`config.mk`:
```
export PLATFORM = sky130hd
export DESIGN_NAME = divider_iterative_flat
export DESIGN_NICKNAME = d
export VERILOG_FILES = /design/src/rtl/divider_iterative_pkg.sv /design/src/rtl/divider_iterative_if.sv /design/src/rtl/divider_iterative_restore_step.sv /design/src/rtl/divider_iterative.sv /design/src/flat_wrapper.sv
export SDC_FILE = /design/constraint.sdc
export NUM_CORES = 1
export LEC_CHECK = 0
export CORE_ASPECT_RATIO = 1.2
export CORE_MARGIN = 2
export CORE_UTILIZATION = 55
export DETAILED_ROUTE_END_ITERATION = 6
export PLACE_DENSITY = 0.76
export REMOVE_ABC_BUFFERS = 1
export SYNTH_ARGS = -nofsm -noshare
export SYNTH_HDL_FRONTEND = slang
export SYNTH_HIERARCHICAL = 1
export SYNTH_SLANG_ARGS = --single-unit
```
`constraint.sdc`:
```
create_clock -name clk -period 3.4 [get_ports clk]
set_input_delay 0.68 -clock clk [delete_from_list [all_inputs] [get_ports clk]]
set_output_delay 0.68 -clock clk [all_outputs]
set_load 0.05 [all_outputs]
```
`src/rtl/divider_iterative_pkg.sv`:
```
// Shared types and constants for the iterative RV32M divider.
// Imported by the interface, the restore-step datapath and the divider top.
package divider_pkg;

  localparam int XLEN      = 32;
  localparam int DIV_ITERS = 32;

  localparam logic [XLEN-1:0] DIV_ZERO_Q = 32'hFFFF_FFFF;
  localparam logic [XLEN-1:0] INT_MIN    = 32'h8000_0000;

  typedef enum logic [1:0] {
    DIV  = 2'b00,
    DIVU = 2'b01,
    REM  = 2'b10,
    REMU = 2'b11
  } div_op_t;

  typedef enum logic [1:0] {
    IDLE = 2'b00,
    CALC = 2'b01,
    FIX  = 2'b10,
    DONE = 2'b11
  } div_state_t;

  // Magnitude of a two's-complement operand; unsigned ops pass through untouched.
  function automatic logic [XLEN-1:0] abs_val(input logic [XLEN-1:0] v, input logic signed_op);
    return (signed_op && v[XLEN-1]) ? ({XLEN{1'b0}} - v) : v;
  endfunction

endpackage

```
`src/rtl/divider_iterative_if.sv`:
```
// Request/response bundle between the execute stage and the iterative divider.
interface divider_iterative_if;
  import divider_pkg::*;

  logic            startE;
  logic [1:0]      div_opcode;
  logic [XLEN-1:0] operand1;
  logic [XLEN-1:0] operand2;
  logic [XLEN-1:0] result_divide;
  logic            ready;
  logic            div_use;

  modport master (
    output startE, div_opcode, operand1, operand2,
    input  result_divide, ready, div_use
  );

  modport slave (
    input  startE, div_opcode, operand1, operand2,
    output result_divide, ready, div_use
  );

endinterface

```
`src/rtl/divider_iterative_restore_step.sv`:
```
// One radix-2 restoring step: shift {rem,quo} left, subtract the divisor when it fits.
module div_restore_step
  import divider_pkg::*;
(
  input  logic [XLEN-1:0] rem,
  input  logic [XLEN-1:0] quo,
  input  logic [XLEN-1:0] divisor,
  output logic [XLEN-1:0] rem_next,
  output logic [XLEN-1:0] quo_next
);

  logic [XLEN:0]   shifted_s;
  logic [XLEN+1:0] diff_s;
  logic            unused_s;

  // The shifted remainder needs 33 bits; one more bit holds the borrow of the trial subtract.
  assign shifted_s = {rem, quo[XLEN-1]};
  assign diff_s    = {1'b0, shifted_s} - {2'b00, divisor};
  assign rem_next  = diff_s[XLEN+1] ? shifted_s[XLEN-1:0] : diff_s[XLEN-1:0];
  assign quo_next  = {quo[XLEN-2:0], ~diff_s[XLEN+1]};
  assign unused_s  = ^{shifted_s[XLEN], diff_s[XLEN]};

endmodule

```
`src/rtl/divider_iterative.sv`:
```
// Multi-cycle restoring divider for RV32M DIV/DIVU/REM/REMU; one quotient bit per cycle.
// Divide-by-zero and signed overflow finish in a single cycle without iterating.
module divider_iterative
  import divider_pkg::*;
(
  input  logic               clk,
  input  logic               rst,
  divider_iterative_if.slave dif
);

  localparam int CNT_W = 5;

  div_state_t       state_r;
  div_state_t       state_nxt_s;
  div_op_t          op_r;
  logic [CNT_W-1:0] cnt_r;
  logic [XLEN-1:0]  rem_r;
  logic [XLEN-1:0]  quo_r;
  logic [XLEN-1:0]  divisor_r;
  logic [XLEN-1:0]  result_r;
  logic             q_neg_r;
  logic             r_neg_r;
  logic             ready_r;

  logic             signed_s;
  logic             zero_s;
  logic             ovf_s;
  logic             special_s;
  logic             accept_s;
  logic             busy_s;
  logic [XLEN-1:0]  special_res_s;
  logic [XLEN-1:0]  rem_nxt_s;
  logic [XLEN-1:0]  quo_nxt_s;
  logic [XLEN-1:0]  quo_fix_s;
  logic [XLEN-1:0]  rem_fix_s;

  assign signed_s  = ~dif.div_opcode[0];
  assign zero_s    = (dif.operand2 == {XLEN{1'b0}});
  assign ovf_s     = signed_s && (dif.operand1 == INT_MIN) && (dif.operand2 == {XLEN{1'b1}});
  assign special_s = zero_s | ovf_s;

  // Result for the requests that bypass iteration; bit 1 of the opcode selects remainder.
  always_comb begin
    special_res_s = {XLEN{1'b0}};
    if (zero_s) begin
      special_res_s = dif.div_opcode[1] ? dif.operand1 : DIV_ZERO_Q;
    end else begin
      special_res_s = dif.div_opcode[1] ? {XLEN{1'b0}} : INT_MIN;
    end
  end

  div_restore_step u_step (
    .rem      (rem_r),
    .quo      (quo_r),
    .divisor  (divisor_r),
    .rem_next (rem_nxt_s),
    .quo_next (quo_nxt_s)
  );

  assign quo_fix_s = q_neg_r ? ({XLEN{1'b0}} - quo_r) : quo_r;
  assign rem_fix_s = r_neg_r ? ({XLEN{1'b0}} - rem_r) : rem_r;

  // State register.
  always_ff @(posedge clk or negedge rst) begin
    if (!rst) begin
      state_r <= IDLE;
    end else begin
      state_r <= state_nxt_s;
    end
  end

  // Next-state decode; a new request is only taken while idle or finishing.
  always_comb begin
    state_nxt_s = state_r;
    accept_s    = 1'b0;
    busy_s      = 1'b0;
    case (state_r)
      IDLE, DONE: begin
        if (dif.startE) begin
          accept_s    = 1'b1;
          state_nxt_s = special_s ? DONE : CALC;
        end else begin
          state_nxt_s = IDLE;
        end
      end
      CALC: begin
        busy_s = 1'b1;
        if (cnt_r == {CNT_W{1'b0}}) begin
          state_nxt_s = FIX;
        end else begin
          state_nxt_s = CALC;
        end
      end
      FIX: begin
        busy_s      = 1'b1;
        state_nxt_s = DONE;
      end
      default: begin
        state_nxt_s = IDLE;
      end
    endcase
  end

  // Stall is combinational so the upstream registers freeze in the accept cycle itself.
  assign dif.div_use       = busy_s | (accept_s & ~special_s);
  assign dif.ready         = ready_r;
  assign dif.result_divide = result_r;

  // Operand latch, iteration and sign fix-up; result_r only moves on entry to DONE.
  always_ff @(posedge clk or negedge rst) begin
    if (!rst) begin
      op_r      <= DIV;
      cnt_r     <= {CNT_W{1'b0}};
      rem_r     <= {XLEN{1'b0}};
      quo_r     <= {XLEN{1'b0}};
      divisor_r <= {XLEN{1'b0}};
      result_r  <= {XLEN{1'b0}};
      q_neg_r   <= 1'b0;
      r_neg_r   <= 1'b0;
      ready_r   <= 1'b0;
    end else begin
      ready_r <= (state_nxt_s == DONE);
      if (accept_s) begin
        op_r      <= div_op_t'(dif.div_opcode);
        q_neg_r   <= signed_s & (dif.operand1[XLEN-1] ^ dif.operand2[XLEN-1]);
        r_neg_r   <= signed_s & dif.operand1[XLEN-1];
        divisor_r <= abs_val(dif.operand2, signed_s);
        quo_r     <= abs_val(dif.operand1, signed_s);
        rem_r     <= {XLEN{1'b0}};
        cnt_r     <= CNT_W'(DIV_ITERS - 1);
        if (special_s) begin
          result_r <= special_res_s;
        end
      end else if (state_r == CALC) begin
        rem_r <= rem_nxt_s;
        quo_r <= quo_nxt_s;
        cnt_r <= cnt_r - CNT_W'(1);
      end else if (state_r == FIX) begin
        result_r <= ((op_r == REM) || (op_r == REMU)) ? rem_fix_s : quo_fix_s;
      end
    end
  end

endmodule

```
`src/flat_wrapper.sv`:
```
// flat-port wrapper written by rule: the top's interface ports become plain ports
module divider_iterative_flat import divider_pkg::*;
  (clk, rst, dif_startE, dif_div_opcode, dif_operand1, dif_operand2, dif_result_divide, dif_ready, dif_div_use);
  divider_iterative_if dif_i ();
  input  logic clk;
  input  logic rst;
  input wire logic [$bits(dif_i.startE)-1:0] dif_startE;
  input wire logic [$bits(dif_i.div_opcode)-1:0] dif_div_opcode;
  input wire logic [$bits(dif_i.operand1)-1:0] dif_operand1;
  input wire logic [$bits(dif_i.operand2)-1:0] dif_operand2;
  output wire logic [$bits(dif_i.result_divide)-1:0] dif_result_divide;
  output wire logic [$bits(dif_i.ready)-1:0] dif_ready;
  output wire logic [$bits(dif_i.div_use)-1:0] dif_div_use;
  assign dif_i.startE = dif_startE;
  assign dif_i.div_opcode = dif_div_opcode;
  assign dif_i.operand1 = dif_operand1;
  assign dif_i.operand2 = dif_operand2;
  assign dif_result_divide = dif_i.result_divide;
  assign dif_ready = dif_i.ready;
  assign dif_div_use = dif_i.div_use;
  divider_iterative u_core (.clk(clk), .rst(rst), .dif(dif_i));
endmodule
```
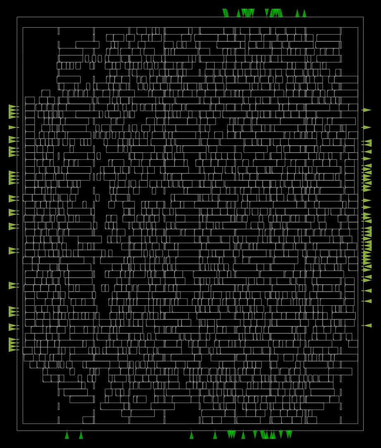
Figure 1: run 1, placed standard cells.
final cell count without fillers: 1802
FFs & Latches: 139
utilization after layout: 0.669
share of the final layout cell area in sequential cells: 0.256
Tapcells: 265

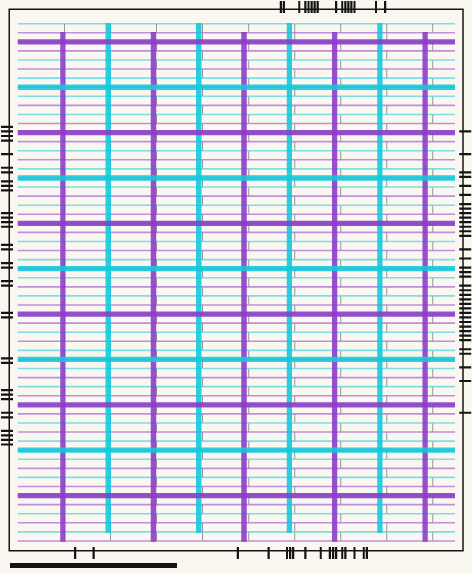
Figure 2: run 1, power grid.
Scale bar: 50 um. Pins as bars on the die edge. Tap cells in grey.
legend:
  cyan:
    net: VDD
  purple:
    net: VSS
rows: 57
met4 straps: 9
tap cells: 265
met5 straps: 11
met1 rails: 58

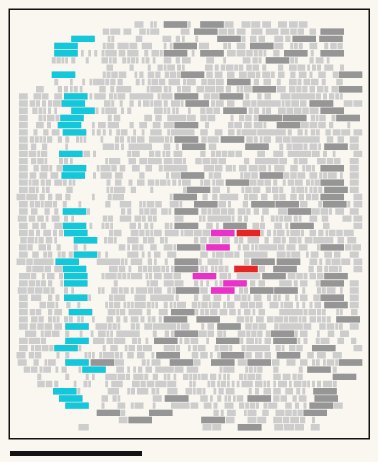
Figure 3: run 1, sequential cells grouped by signal name.
Scale bar: 50 um. Other sequential cells in the stronger grey, the rest of the logic in the fainter grey.
legend:
  cyan:
    netlist_name: u_core/divisor_r
    sequential_cells: 32
    where: a column on the left
  magenta:
    netlist_name: u_core/cnt_r
    sequential_cells: 5
  red:
    netlist_name: u_core/state_r
    sequential_cells: 2
not coloured: 100

==> results_slide.txt, run 1 <==
Synthesis and Place & Route Summary

STA
  • Sum of negative setup slack: 0 ns
  • Max Fclk: 0.300 GHz
  • Worst Max-Slew Pin Slew: 0.917 ns
  • Post-route setup slack: 0.0673 ns
  • Share of the cycle needed by the critical path after routing: 0.980
  • Worst hold slack: 0.171 ns
  • Slew headroom: 0.388

Job
  • Number of maximum-capacitance violations: 0

Power
  • Largest power group: combinational logic
  • Fraction of power consumed by the clock network: 0.155
  • Power density normalized to cell area: 857 mW/mm^2
  • Share of total power in sequential cells: 0.253
  • Combinational group share of total power: 0.592

Setup path
  • Critical path fanouts, max: 3
  • Critical Path, Cell by Cell: clkdlybuf4s50_1 > ha_1 > nand4_1 > nor4_2 > nand2_1 > o31ai_1 > o21ai_1 > buf_4
  • Element type at the critical path start: primary input
  • CP endpoint kind: primary output
  • Stages on worst setup path: 8
  • Arrival @ worst endpoint: 2.65 ns
  • Kind of cell adding the most delay to the critical path: buffers and inverters
  • Reg-to-reg startpoint: u_core/rem_r[17]
  • Slowest cell on crit path: sky130_fd_sc_hd__clkdlybuf4s50_1

Clock network
  • Clock transition at path regs: 0.06 ns
  • Number of gates given a new drive strength after cts: 3

Floorplan
  • Number of rows in the core area: 57
  • Placeable core area: 0.0203 sq mm

Cells and area
  • Top class by area: logic gates
  • Total inserted antenna cells: 0
  • Proportion of final cell area spent on non-clock buffers: 0.128
  • Most used cells in the layout excluding fill and tap cells: sky130_fd_sc_hd__nand2_1, sky130_fd_sc_hd__o21ai_0, sky130_fd_sc_hd__dfrtp_1
  • Number of clock buffer instances in the layout: 19
  • Non-Clock Inverter Count: 66
  • Count of multi-input gates: 1110
  • Clock network contribution to total cell area: 0.0417
  • Area of the multi-input gates: 0.00723 sq mm
  • Buffer count excluding the clock tree in the final layout: 191

Yosys
  • Cell taking the most area after synthesis: sky130_fd_sc_hd__dfrtp_1
  • Area share of xor/xnor cells in the synthesized design: 0.111
  • Ys Warns: 6
  • Post-synth area from yosys stat: 0.0114 sq mm
  • Most instantiated cells after synthesis: sky130_fd_sc_hd__nand2_1, sky130_fd_sc_hd__o21ai_0, sky130_fd_sc_hd__dfrtp_1
  • Synth Register Bits: 139
  • Portion of the post-synthesis area used by sequential elements: 0.305

Routing
  • Mean routed wirelength per cell: 17.4 um
  • DR vias: 10900
  • Post-detailed-route DRC marker count: 0
  • DRT iter0 DRCs: 899

Global route
  • Met2 usage in global routing: 0.504
  • Number of antenna violations at the first check in global routing: 0
  • Global-route wire length before repair: 51.5 mm

Placed design
  • Setup WS pre-CTS: -0.114 ns
  • Post-placement cell area: 0.0130 sq mm

Status
  • Run status: completed
--- run 2 (diff from run 1) ---
--- a/config.mk
+++ b/config.mk
@@ -11,6 +11,7 @@
 export DETAILED_ROUTE_END_ITERATION = 6
 export PLACE_DENSITY = 0.76
 export REMOVE_ABC_BUFFERS = 1
+export SLEW_MARGIN = 15
 export SYNTH_ARGS = -nofsm -noshare
 export SYNTH_HDL_FRONTEND = slang
 export SYNTH_HIERARCHICAL = 1
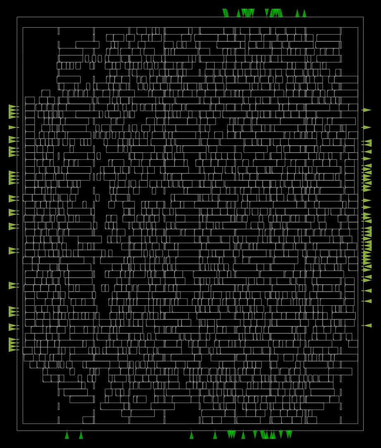
Figure 4: run 2, placed standard cells.
placeable core area: 0.0203 sq mm
Filler cells: 1750
number of rows in the core area: 57

==> run 2 against run 1 <==
Against the previous run:
- count of clock-buffer cells in the layout stayed put
- maximum frequency did not move
- synthesized cell count did not move
- clock skew did not move
==> results_slide.txt, run 2 <==
Synthesis and Place & Route Summary

Cells and area
  • FFs & Latches: 139 (unchanged)
  • Share of the final layout cell area in sequential cells: 0.256 (unchanged)
  • Area of the multi-input gates: 0.00723 sq mm (unchanged)
  • Clock network contribution to total cell area: 0.0417 (unchanged)
  • Final cell count without fillers: 1802 (unchanged)
  • Utilization after layout: 0.669 (unchanged)
  • Most used cells in the layout excluding fill and tap cells: sky130_fd_sc_hd__nand2_1, sky130_fd_sc_hd__o21ai_0, sky130_fd_sc_hd__dfrtp_1 (unchanged)
  • Count of multi-input gates: 1110 (unchanged)
  • Non-Clock Inverter Count: 66 (unchanged)
  • Total inserted antenna cells: 0 (unchanged)
  • Proportion of final cell area spent on non-clock buffers: 0.128 (unchanged)
  • Number of clock buffer instances in the layout: 19 (unchanged)

Setup path
  • Kind of cell adding the most delay to the critical path: buffers and inverters (unchanged)
  • Slowest cell on crit path: sky130_fd_sc_hd__clkdlybuf4s50_1 (unchanged)
  • Stages on worst setup path: 8 (unchanged)
  • Critical path fanouts, max: 3 (unchanged)
  • Arrival @ worst endpoint: 2.65 ns (about the same)
  • Element type at the critical path start: primary input (unchanged)
  • CP endpoint kind: primary output (unchanged)

Global route
  • Number of antenna violations at the first check in global routing: 0 (unchanged)

Yosys
  • Portion of the post-synthesis area used by sequential elements: 0.305 (unchanged)
  • Ys Warns: 6 (unchanged)
  • Synth Register Bits: 139 (unchanged)
  • Most instantiated cells after synthesis: sky130_fd_sc_hd__nand2_1, sky130_fd_sc_hd__o21ai_0, sky130_fd_sc_hd__dfrtp_1 (unchanged)
  • Cell taking the most area after synthesis: sky130_fd_sc_hd__dfrtp_1 (unchanged)

Routing
  • DR vias: 10900 (unchanged)
  • Mean routed wirelength per cell: 17.4 um (unchanged)
  • DRT iter0 DRCs: 899 (unchanged)

Power
  • Fraction of power consumed by the clock network: 0.155 (about the same)

Status
  • Run status: completed (unchanged)

Clock network
  • Clock transition at path regs: 0.06 ns (about the same)
  • Number of gates given a new drive strength after cts: 3 (unchanged)

STA
  • Share of the cycle needed by the critical path after routing: 0.980 (unchanged)
  • Worst hold slack: 0.171 ns (unchanged)
  • Worst Max-Slew Pin Slew: 0.917 ns (unchanged)
  • Sum of negative setup slack: 0 ns (unchanged)

Placed design
  • Setup WS pre-CTS: -0.114 ns (unchanged)
  • Post-placement cell area: 0.0130 sq mm (unchanged)

Floorplan
  • Tapcells: 265 (unchanged)
--- run 3 (diff from run 2) ---
--- a/config.mk
+++ b/config.mk
@@ -11,7 +11,7 @@
 export DETAILED_ROUTE_END_ITERATION = 6
 export PLACE_DENSITY = 0.76
 export REMOVE_ABC_BUFFERS = 1
-export SLEW_MARGIN = 15
+export SLEW_MARGIN = 20
 export SYNTH_ARGS = -nofsm -noshare
 export SYNTH_HDL_FRONTEND = slang
 export SYNTH_HIERARCHICAL = 1
==> run 3 against run 2 <==
Against the previous run:
- via count is the same
- largest cell class unchanged
- worst hold slack stayed put
- sequential power about the same
- critical path type unchanged
- clock skew stayed put
- combinational power is essentially flat
- sequential share of layout area stayed put
- register-to-register slack about the same
==> results_slide.txt, run 3 <==
Synthesis and Place & Route Summary

Yosys
  • Post-synth area from yosys stat: 0.0114 sq mm (unchanged)
  • Most instantiated cells after synthesis: sky130_fd_sc_hd__nand2_1, sky130_fd_sc_hd__o21ai_0, sky130_fd_sc_hd__dfrtp_1 (unchanged)
  • Portion of the post-synthesis area used by sequential elements: 0.305 (unchanged)
  • Cell taking the most area after synthesis: sky130_fd_sc_hd__dfrtp_1 (unchanged)
  • Synth Register Bits: 139 (unchanged)
  • Area share of xor/xnor cells in the synthesized design: 0.111 (unchanged)

Cells and area
  • Share of the final layout cell area in sequential cells: 0.256 (unchanged)
  • Buffer count excluding the clock tree in the final layout: 191 (unchanged)
  • Utilization after layout: 0.669 (unchanged)
  • FFs & Latches: 139 (unchanged)
  • Proportion of final cell area spent on non-clock buffers: 0.128 (unchanged)
  • Area of the multi-input gates: 0.00723 sq mm (unchanged)
  • Total inserted antenna cells: 0 (unchanged)
  • Most used cells in the layout excluding fill and tap cells: sky130_fd_sc_hd__nand2_1, sky130_fd_sc_hd__o21ai_0, sky130_fd_sc_hd__dfrtp_1 (unchanged)

Placed design
  • Post-placement cell area: 0.0130 sq mm (unchanged)

STA
  • Slew headroom: 0.388 (unchanged)
  • Share of the cycle needed by the critical path after routing: 0.980 (unchanged)
  • Post-route setup slack: 0.0673 ns (unchanged)
  • Worst Max-Slew Pin Slew: 0.917 ns (unchanged)
  • Worst hold slack: 0.171 ns (unchanged)
  • Sum of negative setup slack: 0 ns (unchanged)

Setup path
  • Reg-to-reg startpoint: u_core/rem_r[17] (unchanged)
  • CP endpoint kind: primary output (unchanged)
  • Arrival @ worst endpoint: 2.65 ns (about the same)
  • Kind of cell adding the most delay to the critical path: buffers and inverters (unchanged)
  • Stages on worst setup path: 8 (unchanged)
  • Critical path fanouts, max: 3 (unchanged)

Job
  • Number of maximum-capacitance violations: 0 (unchanged)

Clock network
  • Number of gates given a new drive strength after cts: 3 (unchanged)

Routing
  • Post-detailed-route DRC marker count: 0 (unchanged)
  • DRT iter0 DRCs: 899 (unchanged)
  • Mean routed wirelength per cell: 17.4 um (unchanged)

Global route
  • Met2 usage in global routing: 0.504 (unchanged)
  • Number of antenna violations at the first check in global routing: 0 (unchanged)

Power
  • Largest power group: combinational logic (unchanged)
  • Fraction of power consumed by the clock network: 0.155 (about the same)

Floorplan
  • Placeable core area: 0.0203 sq mm (unchanged)
  • Tapcells: 265 (unchanged)

Status
  • Run status: completed (unchanged)
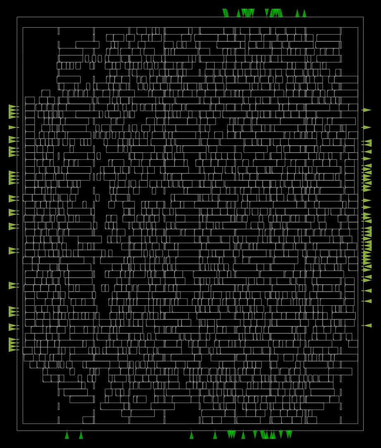
Figure 5: run 3, placed standard cells.

Power figures rest on the tool's default switching activity, not on a simulated workload.
